[src/rtl/pulse_stretcher_if.sv]
// pulse_stretcher_if
//   Bundles the trigger/length inputs and the stretched-pulse status outputs
//   of pulse_stretcher.
//   master: drives trigger_in, pulse_len and holdoff_len, and observes the
//           outputs (trigger conditioning logic or a testbench).
//   slave : the stretcher itself.
//   Signals:
//     trigger_in   single-cycle trigger
//     pulse_len    output pulse length in clk cycles (CNT_W bits)
//     holdoff_len  dead time after each pulse in clk cycles (CNT_W bits)
//     pulse_out    stretched pulse
//     busy         high while a pulse or its hold-off is running
//     done         one-cycle strobe when the pulse ends
//     missed       one-cycle strobe for a trigger that was not accepted
interface pulse_stretcher_if #(
  parameter int CNT_W = 16
);
  logic             trigger_in;
  logic [CNT_W-1:0] pulse_len;
  logic [CNT_W-1:0] holdoff_len;
  logic             pulse_out;
  logic             busy;
  logic             done;
  logic             missed;

  modport master (
    output trigger_in, pulse_len, holdoff_len,
    input  pulse_out, busy, done, missed
  );

  modport slave (
    input  trigger_in, pulse_len, holdoff_len,
    output pulse_out, busy, done, missed
  );
endinterface

[src/rtl/pulse_stretcher.sv]
// pulse_stretcher
//   Turns a single-cycle trigger into a clock-aligned pulse of pulse_len
//   cycles, followed by an optional hold-off of holdoff_len cycles during
//   which new triggers are rejected.
//   Ports:
//     clk    system clock, all logic on posedge
//     rst_n  asynchronous active-low reset
//     ps     pulse_stretcher_if.slave (trigger_in, pulse_len, holdoff_len in;
//            pulse_out, busy, done, missed out -- all outputs registered)
//   Optional feature:
//     PULSE_STRETCHER_RETRIGGER_EN -- when defined, a trigger during the
//     pulse (with pulse_len != 0) restarts the pulse length instead of being
//     flagged as missed.
//   CNT_W must match the CNT_W of the connected interface instance.
module pulse_stretcher #(
  parameter int CNT_W = 16
) (
  input logic               clk,
  input logic               rst_n,
  pulse_stretcher_if.slave  ps
);

  typedef enum logic [1:0] {
    IDLE    = 2'd0,
    ACTIVE  = 2'd1,
    HOLDOFF = 2'd2
  } state_t;

  localparam logic [CNT_W-1:0] ONE  = CNT_W'(1);
  localparam logic [CNT_W-1:0] ZERO = '0;

  state_t           state;
  logic [CNT_W-1:0] cnt;
  logic             pulse_q;
  logic             busy_q;
  logic             done_q;
  logic             missed_q;

  logic len_ok;
  logic retrig;

  assign len_ok = (ps.pulse_len != ZERO);

`ifdef PULSE_STRETCHER_RETRIGGER_EN
  assign retrig = ps.trigger_in & len_ok;
`else
  assign retrig = 1'b0;
`endif

  // cnt holds "cycles remaining minus one" so the terminal edge is the one
  // that sees cnt==0; this makes pulse_out high for exactly pulse_len cycles
  // and keeps the counter from ever wrapping.
  always_ff @(posedge clk or negedge rst_n) begin
    if (!rst_n) begin
      state    <= IDLE;
      cnt      <= ZERO;
      pulse_q  <= 1'b0;
      busy_q   <= 1'b0;
      done_q   <= 1'b0;
      missed_q <= 1'b0;
    end else begin
      done_q   <= 1'b0;
      missed_q <= 1'b0;
      case (state)
        IDLE: begin
          // A zero-length request is silently dropped (not a miss).
          if (ps.trigger_in && len_ok) begin
            state   <= ACTIVE;
            cnt     <= ps.pulse_len - ONE;
            pulse_q <= 1'b1;
            busy_q  <= 1'b1;
          end
        end
        ACTIVE: begin
          if (retrig) begin
            cnt <= ps.pulse_len - ONE;
          end else begin
            missed_q <= ps.trigger_in;
            if (cnt != ZERO) begin
              cnt <= cnt - ONE;
            end else begin
              pulse_q <= 1'b0;
              done_q  <= 1'b1;
              // Hold-off length is sampled here, at the end of the pulse.
              if (ps.holdoff_len == ZERO) begin
                state  <= IDLE;
                busy_q <= 1'b0;
              end else begin
                state <= HOLDOFF;
                cnt   <= ps.holdoff_len - ONE;
              end
            end
          end
        end
        HOLDOFF: begin
          missed_q <= ps.trigger_in;
          if (cnt != ZERO) begin
            cnt <= cnt - ONE;
          end else begin
            state  <= IDLE;
            busy_q <= 1'b0;
          end
        end
        default: begin
          state   <= IDLE;
          cnt     <= ZERO;
          pulse_q <= 1'b0;
          busy_q  <= 1'b0;
        end
      endcase
    end
  end

  assign ps.pulse_out = pulse_q;
  assign ps.busy      = busy_q;
  assign ps.done      = done_q;
  assign ps.missed    = missed_q;

endmodule
[src/flat_wrapper.sv]
// flat-port wrapper written by rule: the top's interface ports become plain ports
module pulse_stretcher_flat 
#(
  parameter int CNT_W = 16
)
  (clk, rst_n, ps_trigger_in, ps_pulse_len, ps_holdoff_len, ps_pulse_out, ps_busy, ps_done, ps_missed);
  pulse_stretcher_if #(.CNT_W(CNT_W)) ps_i ();
  input logic clk;
  input logic rst_n;
  input wire logic [$bits(ps_i.trigger_in)-1:0] ps_trigger_in;
  input wire logic [$bits(ps_i.pulse_len)-1:0] ps_pulse_len;
  input wire logic [$bits(ps_i.holdoff_len)-1:0] ps_holdoff_len;
  output wire logic [$bits(ps_i.pulse_out)-1:0] ps_pulse_out;
  output wire logic [$bits(ps_i.busy)-1:0] ps_busy;
  output wire logic [$bits(ps_i.done)-1:0] ps_done;
  output wire logic [$bits(ps_i.missed)-1:0] ps_missed;
  assign ps_i.trigger_in = ps_trigger_in;
  assign ps_i.pulse_len = ps_pulse_len;
  assign ps_i.holdoff_len = ps_holdoff_len;
  assign ps_pulse_out = ps_i.pulse_out;
  assign ps_busy = ps_i.busy;
  assign ps_done = ps_i.done;
  assign ps_missed = ps_i.missed;
  pulse_stretcher #(.CNT_W(CNT_W)) u_core (.clk(clk), .rst_n(rst_n), .ps(ps_i));
endmodule
[config.mk]
export PLATFORM = sky130hd
export DESIGN_NAME = pulse_stretcher_flat
export DESIGN_NICKNAME = d
export VERILOG_FILES = /design/src/rtl/pulse_stretcher_if.sv /design/src/rtl/pulse_stretcher.sv /design/src/flat_wrapper.sv
export SDC_FILE = /design/constraint.sdc
export NUM_CORES = 1
export LEC_CHECK = 0
export CAP_MARGIN = 20
export CELL_PAD_IN_SITES_DETAIL_PLACEMENT = 1
export CELL_PAD_IN_SITES_GLOBAL_PLACEMENT = 1
export CORE_AREA = 3 3 82 84
export DETAILED_ROUTE_END_ITERATION = 10
export DIE_AREA = 0 0 85 87
export PLACE_DENSITY_LB_ADDON = 0.1
export SLEW_MARGIN = 0
export SYNTH_ARGS = -nofsm -noshare
export SYNTH_HDL_FRONTEND = slang
export SYNTH_SLANG_ARGS = --single-unit
[constraint.sdc]
create_clock -name clk -period 2.45 [get_ports clk]
set_input_delay 0.735 -clock clk [delete_from_list [all_inputs] [get_ports clk]]
set_output_delay 0.735 -clock clk [all_outputs]
set_load 0.1 [all_outputs]
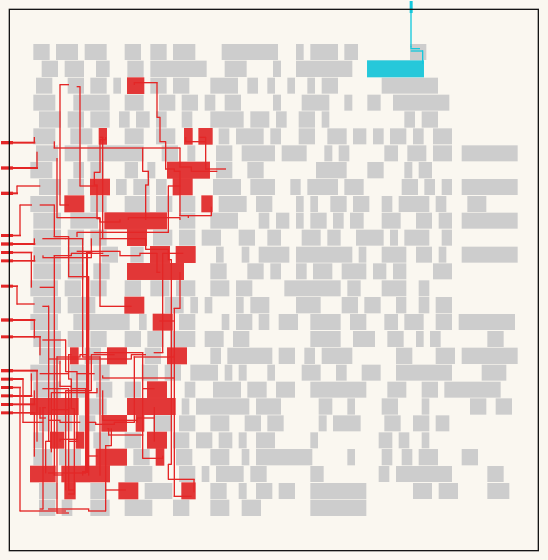
**Above:** I/O nets highlighted.
Cyan stands for `ps_done`, bits 1, direction output, end cells 1, buffers 1, wire 11.2 µm. Red stands for `ps_pulse_len`, bits 16, direction input, end cells 34, buffers 30, wire 1,090 µm.

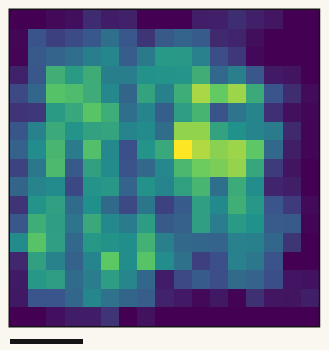
**Above:** routed metal per tile.
Scale bar: 20 µm. The die is cut into 17 by 17 equal tiles; dark purple is low, yellow is high, scaled to the fullest tile. Values are wire area over tile area, all layers added.
The densest ninth of the die: middle. 13% of the tiles are nearly empty. The fullest tile reaches 0.62.

==> impl_metrics.env <==
# physical design summary
export IMPL_power_leakage_uw=0.001642
export IMPL_clkLatencyLatePin_ns=0.28
export IMPL_mappedNetlistArea_mm2=0.002120
export IMPL_largest_area_cell="dfrtp_1"
export IMPL_outcome="finished, final reports clean"
export IMPL_finalInstanceArea_mm2=0.003517
export IMPL_fp_util=0.3538
export IMPL_clock_sinks=22
export IMPL_cts_tree="done"
export IMPL_hp_start="u_core.cnt[11]$_DFFE_PN0P_"
export IMPL_tightest_slew_ns=0.5641
export IMPL_ys_seq_share=0.2597
export IMPL_grtUsageMet3=0.03217
export IMPL_nNonClkInverters=10
export IMPL_reg_top3="u_core.cnt (16), u_core.state (2)"
export IMPL_critical_path_startpoint="ps_pulse_len[10]"
export IMPL_io_pins=39
export IMPL_clkbuf_count=4
export IMPL_cp_slowest_stage_delay_ns=0.46
export IMPL_seq_area_um2=550.5
export IMPL_crit_chain="dlymetal6s2s_1 -> nor4_4 -> nand4b_1 -> o41ai_4 -> a22oi_2 -> nor2b_4 -> a22o_1"
export IMPL_avgSynthCellArea_um2=8.184
export IMPL_rsz0062_at_grt="true"
export IMPL_compound_area_frac=0.2450
export IMPL_critPathBufInv=1
export IMPL_r2r_slack_ns=0.04
export IMPL_hold_ws_ns=0.5354
export IMPL_first_pass_iters=4
export IMPL_die_w_um=85
export IMPL_yosysMostFrequentCell="nor2_1"
